**Run 1: clock routing**

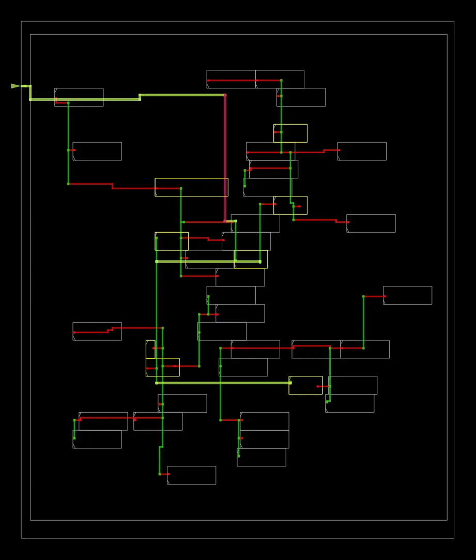
**Run 1: cell classes on the final placement**

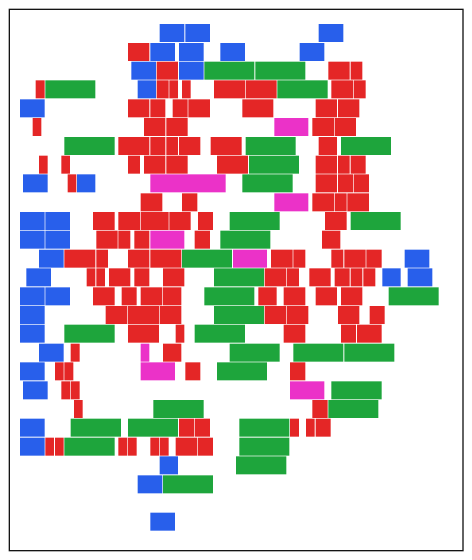
**Run 1: register map, names as in the netlist**

The bar under the picture is 20 µm long. Other sequential cells in the stronger grey, the rest of the logic in the fainter grey.
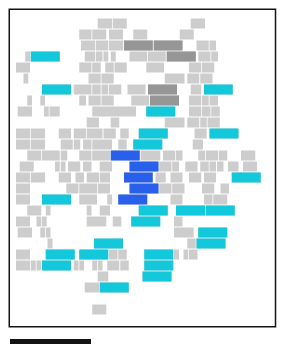
Design pipe_hazard_ctrl, sky130hd; sources not shown.
==> summary.log, run 1 <==
INFO  yosys          yosysWarnings=0
INFO  die            chip_area=5110µm²
INFO  run_status     outcome=completed
INFO  yosys          postSynthRegisterBits=33
INFO  worst_hold_path hold-path-cell-count=1
INFO  yosys          synth-async-reset-ratio=0%
INFO  yosys          syn_area=1590µm²
INFO  yosys          yosys-top-cells-area=dfxtp_1, xnor2_1, xor2_1
INFO  timing         max_slew.worst_pin.slew=0.659ns
INFO  clocking       clk_root_buffer_cell=clkbuf_8
INFO  worst_setup_path arrival=2.27ns
INFO  detailed_routing number_of_design_rule_violations_left_after_detail_routing=0
INFO  pwr            cellInternalPower=0.000829W
INFO  clocking       clock_tree_from_tritoncts=done
INFO  yosys          syn-mean-instance-area=9.60µm²
INFO  timing         timing_max_transition_violations_final=0
INFO  global_routing maximum_number_of_pins_on_one_net_before_global_route_repair=19
INFO  detailed_routing ant_nets=0
INFO  pwr            clockPowerShare=42.2%
INFO  clocking       cts.htree.levels=2
INFO  yosys          synth_top_cell_by_count=dfxtp_1
INFO  final_layout   largest_register_ffs=23
INFO  placed_design  count_of_buffers_from_port_buffering=30
INFO  timing         hold_viol_final=0
INFO  pwr            swShare=21.0%
INFO  job            openroad.warnings=25
INFO  detailed_routing routed_via_density=4.79
INFO  worst_setup_path timing_worst_setup_path_type=register to output pin
INFO  worst_hold_path worst_hold_path_type=register to register
INFO  pwr            worst_ir_drop_vdd=0.000225V
INFO  clocking       cts.sink_count=33
INFO  pwr            power_density_of_the_placed_cells=511nW/µm²
INFO  yosys          ys_cells=166
INFO  yosys          synth.cells.most_frequent=dfxtp_1, xnor2_1, xor2_1, nand2_1, nor2_1
INFO  die            dieWidth=65.4µm
-- 'clock routing' (at the start) --
clock buffer count from CTS: 5
clock buf count: 7
power consumed by the clock network: 0.000443 W

-- 'cell classes on the final placement' (at the start) --
- combinational and other logic: red (cells 122)
- sequential cells: green (cells 33)
- clock drivers and dummy loads: magenta (cells 8)
- remaining buffers and delay cells: blue (cells 34)
share of the final layout cell area in sequential cells: 32.2%
Layout Cell Area excl Fill: 2050 µm²
post-route core utilization: 44.4%

-- 'register map, names as in the netlist' (at the start) --
- `sb_q`: cyan (placed flops 23)
- `ex_rs1_q`: blue (placed flops 5; where centre)
total sequential power: 0.000494 W
area taken by flip-flops and latches: 661 µm²

## run 1: power by group through the flow
stage	logic (W)	clock network (W)	registers (W)
4_1_cts	0.000113	0.000457	0.000493
6_report	0.000112	0.000443	0.000494
2_1_floorplan	0.0000560	0	0.000499
5_1_grt	0.000124	0.000483	0.000495
3_3_place_gp	0.000110	0	0.000504
3_5_place_dp	0.000112	0	0.000504
## run 1: through the flow
stage	utilization [%]	power (W)	std cells	setup WS, ns	hold slack (ns)
floorplan	-	0.000555	155	0.956	0.355
global placement	41.8	0.000614	247	0.433	0.437
detailed placement	41.8	0.000616	247	0.432	0.444
CTS	44.4	0.00106	255	0.264	0.461
global route	44.4	0.00110	255	0.170	0.478
finish	44.4	0.00105	255	0.296	0.461
## run 1: metal layers
layer  up-vias  GRT usage, %
li1        614             -
met1       571          19.9
met2        34          26.7
met3         2          4.36
met4         0          4.57
met5         -             0
## run 1: logic make-up after synthesis
family / share of synthesized area (%)
xor+xnor: 22.0
buf+inv: 3.77
flops: 41.4
compound gates: 4.32
simple gates: 28.5
## run 1: layout make-up
class / instances / area, µm²
clock buffer: 7 / 86.3
tap: 58 / 72.6
clock inverter: 1 / 30.0
timing repair buffer: 34 / 330
fill: 435 / 2570
sequential: 33 / 661
multi-input combinational: 122 / 873
## run 1: critical path: stages (launching register included)
cell and delay (ns):
dfxtp_1 0.53, or3_1 0.17, o311a_1 0.23, nand2_1 0.13, nor4_1 0.34, clkdlybuf4s50_1 0.60
## Run 2: what changed since run 1
- CORE_ASPECT_RATIO: 1.2 -> not set
==> run 2 against run 1 <==
Effect of this change: clock skew up 0.00068 ns; highest routed layer unchanged; register-to-register slack better by 0.09 ns; combinational power about the same.
==> summary.log, run 2 <==
INFO  detailed_routing ant_nets=0
INFO  final_layout   largest_register_ffs=23
INFO  yosys          synth_top_cell_by_count=dfxtp_1
INFO  yosys          syn_area=1590µm²
INFO  timing         max_slew.worst_pin.slew=0.588ns
INFO  worst_setup_path arrival=2.22ns
INFO  run_status     outcome=completed
INFO  worst_setup_path slowest_stage=clkdlybuf4s50_1
INFO  global_routing maximum_number_of_pins_on_one_net_before_global_route_repair=18
INFO  timing         timing_max_transition_violations_final=0
INFO  yosys          ys_cells=166
INFO  placed_design  count_of_buffers_from_port_buffering=30
INFO  final_layout   nFillCells=429
INFO  worst_setup_path cpPeakStageDelay=0.56ns
INFO  worst_hold_path hold-path-cell-count=1
INFO  pwr            power=0.000940W
INFO  timing         hold_viol_final=0
INFO  job            openroad.warnings=25
INFO  die            dieWidth=71.5µm
INFO  global_routing grt_pass1_wl=5970µm
INFO  job            maxCapViolCount=0
INFO  yosys          yosysWarnings=0
INFO  worst_setup_path critical_path.cell_chain=or4_1, o21ai_1, nor4_1, nor3_1, clkdlybuf4s50_1
INFO  global_routing global_route.usage.total=15.9%
INFO  placed_design  globalplace.congestion=0.832
INFO  pwr            power_density_of_the_placed_cells=461nW/µm²
INFO  worst_hold_path worst_hold_path_type=register to register
INFO  yosys          synth-async-reset-ratio=0%
INFO  clocking       clock_buffer_count_from_cts=5
INFO  yosys          syn-mean-instance-area=9.60µm²
INFO  yosys          yosys-top-cells-area=dfxtp_1, xnor2_1, xor2_1
INFO  yosys          post-synth-top-area-cell=dfxtp_1
INFO  detailed_routing routed_via_density=4.79
INFO  die            chip_area=5110µm²
INFO  clocking       cts.sink_count=33
INFO  yosys          synth.cells.most_frequent=dfxtp_1, xnor2_1, xor2_1, nand2_1, nor2_1
INFO  die            boundaryPins=31
INFO  yosys          postSynthRegisterBits=33
INFO  clocking       clock_tree_from_tritoncts=done
INFO  clocking       clk_root_buffer_cell=clkbuf_8
INFO  pwr            worst_ir_drop_vdd=0.000220V
INFO  detailed_routing number_of_design_rule_violations_left_after_detail_routing=0
INFO  worst_setup_path timing_worst_setup_path_type=register to output pin
INFO  global_routing number_of_global_route_vias_before_repair=1,238
[run 2: cell counts after synthesis]
No cell type changed its count.
[run 2: logic make-up after synthesis]
group / synth area share, %
XOR/XNOR: 22.0
AND/OR/NAND/NOR: 28.5
flip-flops: 41.4
AND-OR/OR-AND: 4.32
buffers and inverters: 3.77
[run 2: routing by layer]
layer	up-vias	track usage, %	share of wire (%)
met3	10	3.80	4.3
met4	0	8.06	2.2
met1	550	18.8	47
met2	30	26.8	47
li1	618	-	-
met5	-	0	0
[run 2: cell type report]
type                       count  area (µm²)  area share, %
tap                           52        65.1           3.19
multi-input combinational    122         876           43.0
clock buffer                   6        72.6           3.56
timing repair buffer          37         353           17.3
sequential                    33         661           32.4
clock inverter                 2        10.0          0.491
[run 2: stage by stage]
step           cells  setup slack, ns  utilization [%]  cell area, µm²  hold WS (ns)
2_1_floorplan    155            0.956                -            1530         0.355
3_3_place_gp     244            0.400             43.3            1950         0.438
3_5_place_dp     244            0.387             43.3            1950         0.437
4_1_cts          252            0.310             45.2            2030         0.451
5_1_grt          252            0.201             45.2            2040         0.464
6_report         252            0.346             45.2            2040         0.451
[run 2: where the power goes]
part / total, W / leakage, nW / internal, W / switching (W)
combinational: 0.000115 / 0.500 / 0.0000673 / 0.0000475
clock: 0.000333 / 0.0450 / 0.000169 / 0.000164
sequential: 0.000492 / 0.270 / 0.000476 / 0.0000158
[run 2: critical path: cells and delay by family (launching register included)]
kind	cells	cell delay (ns)
AOI/OAI and AO/OA	1	0.20
DFF	1	0.36
and+or+nand+nor	3	0.82
buffers and inverters	1	0.56
**Run 2: clock distribution**

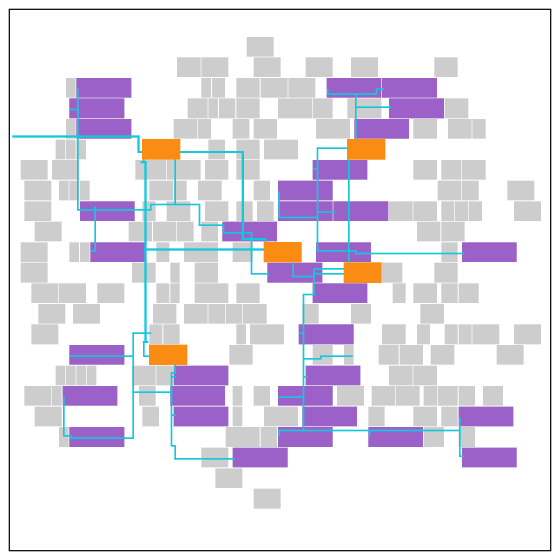
- flip-flops: purple (count 33)
- clock drivers: orange (count 5)
- clock wires: cyan (length 403 µm)
- routed clock nets: 6
clock network fraction of total power: 35.4%
power consumed by the clock network: 0.000333 W
clock insertion delay at the later pin of the skew report: 0.28 ns

No activity file was given, so power comes from the tool's default toggle rates.
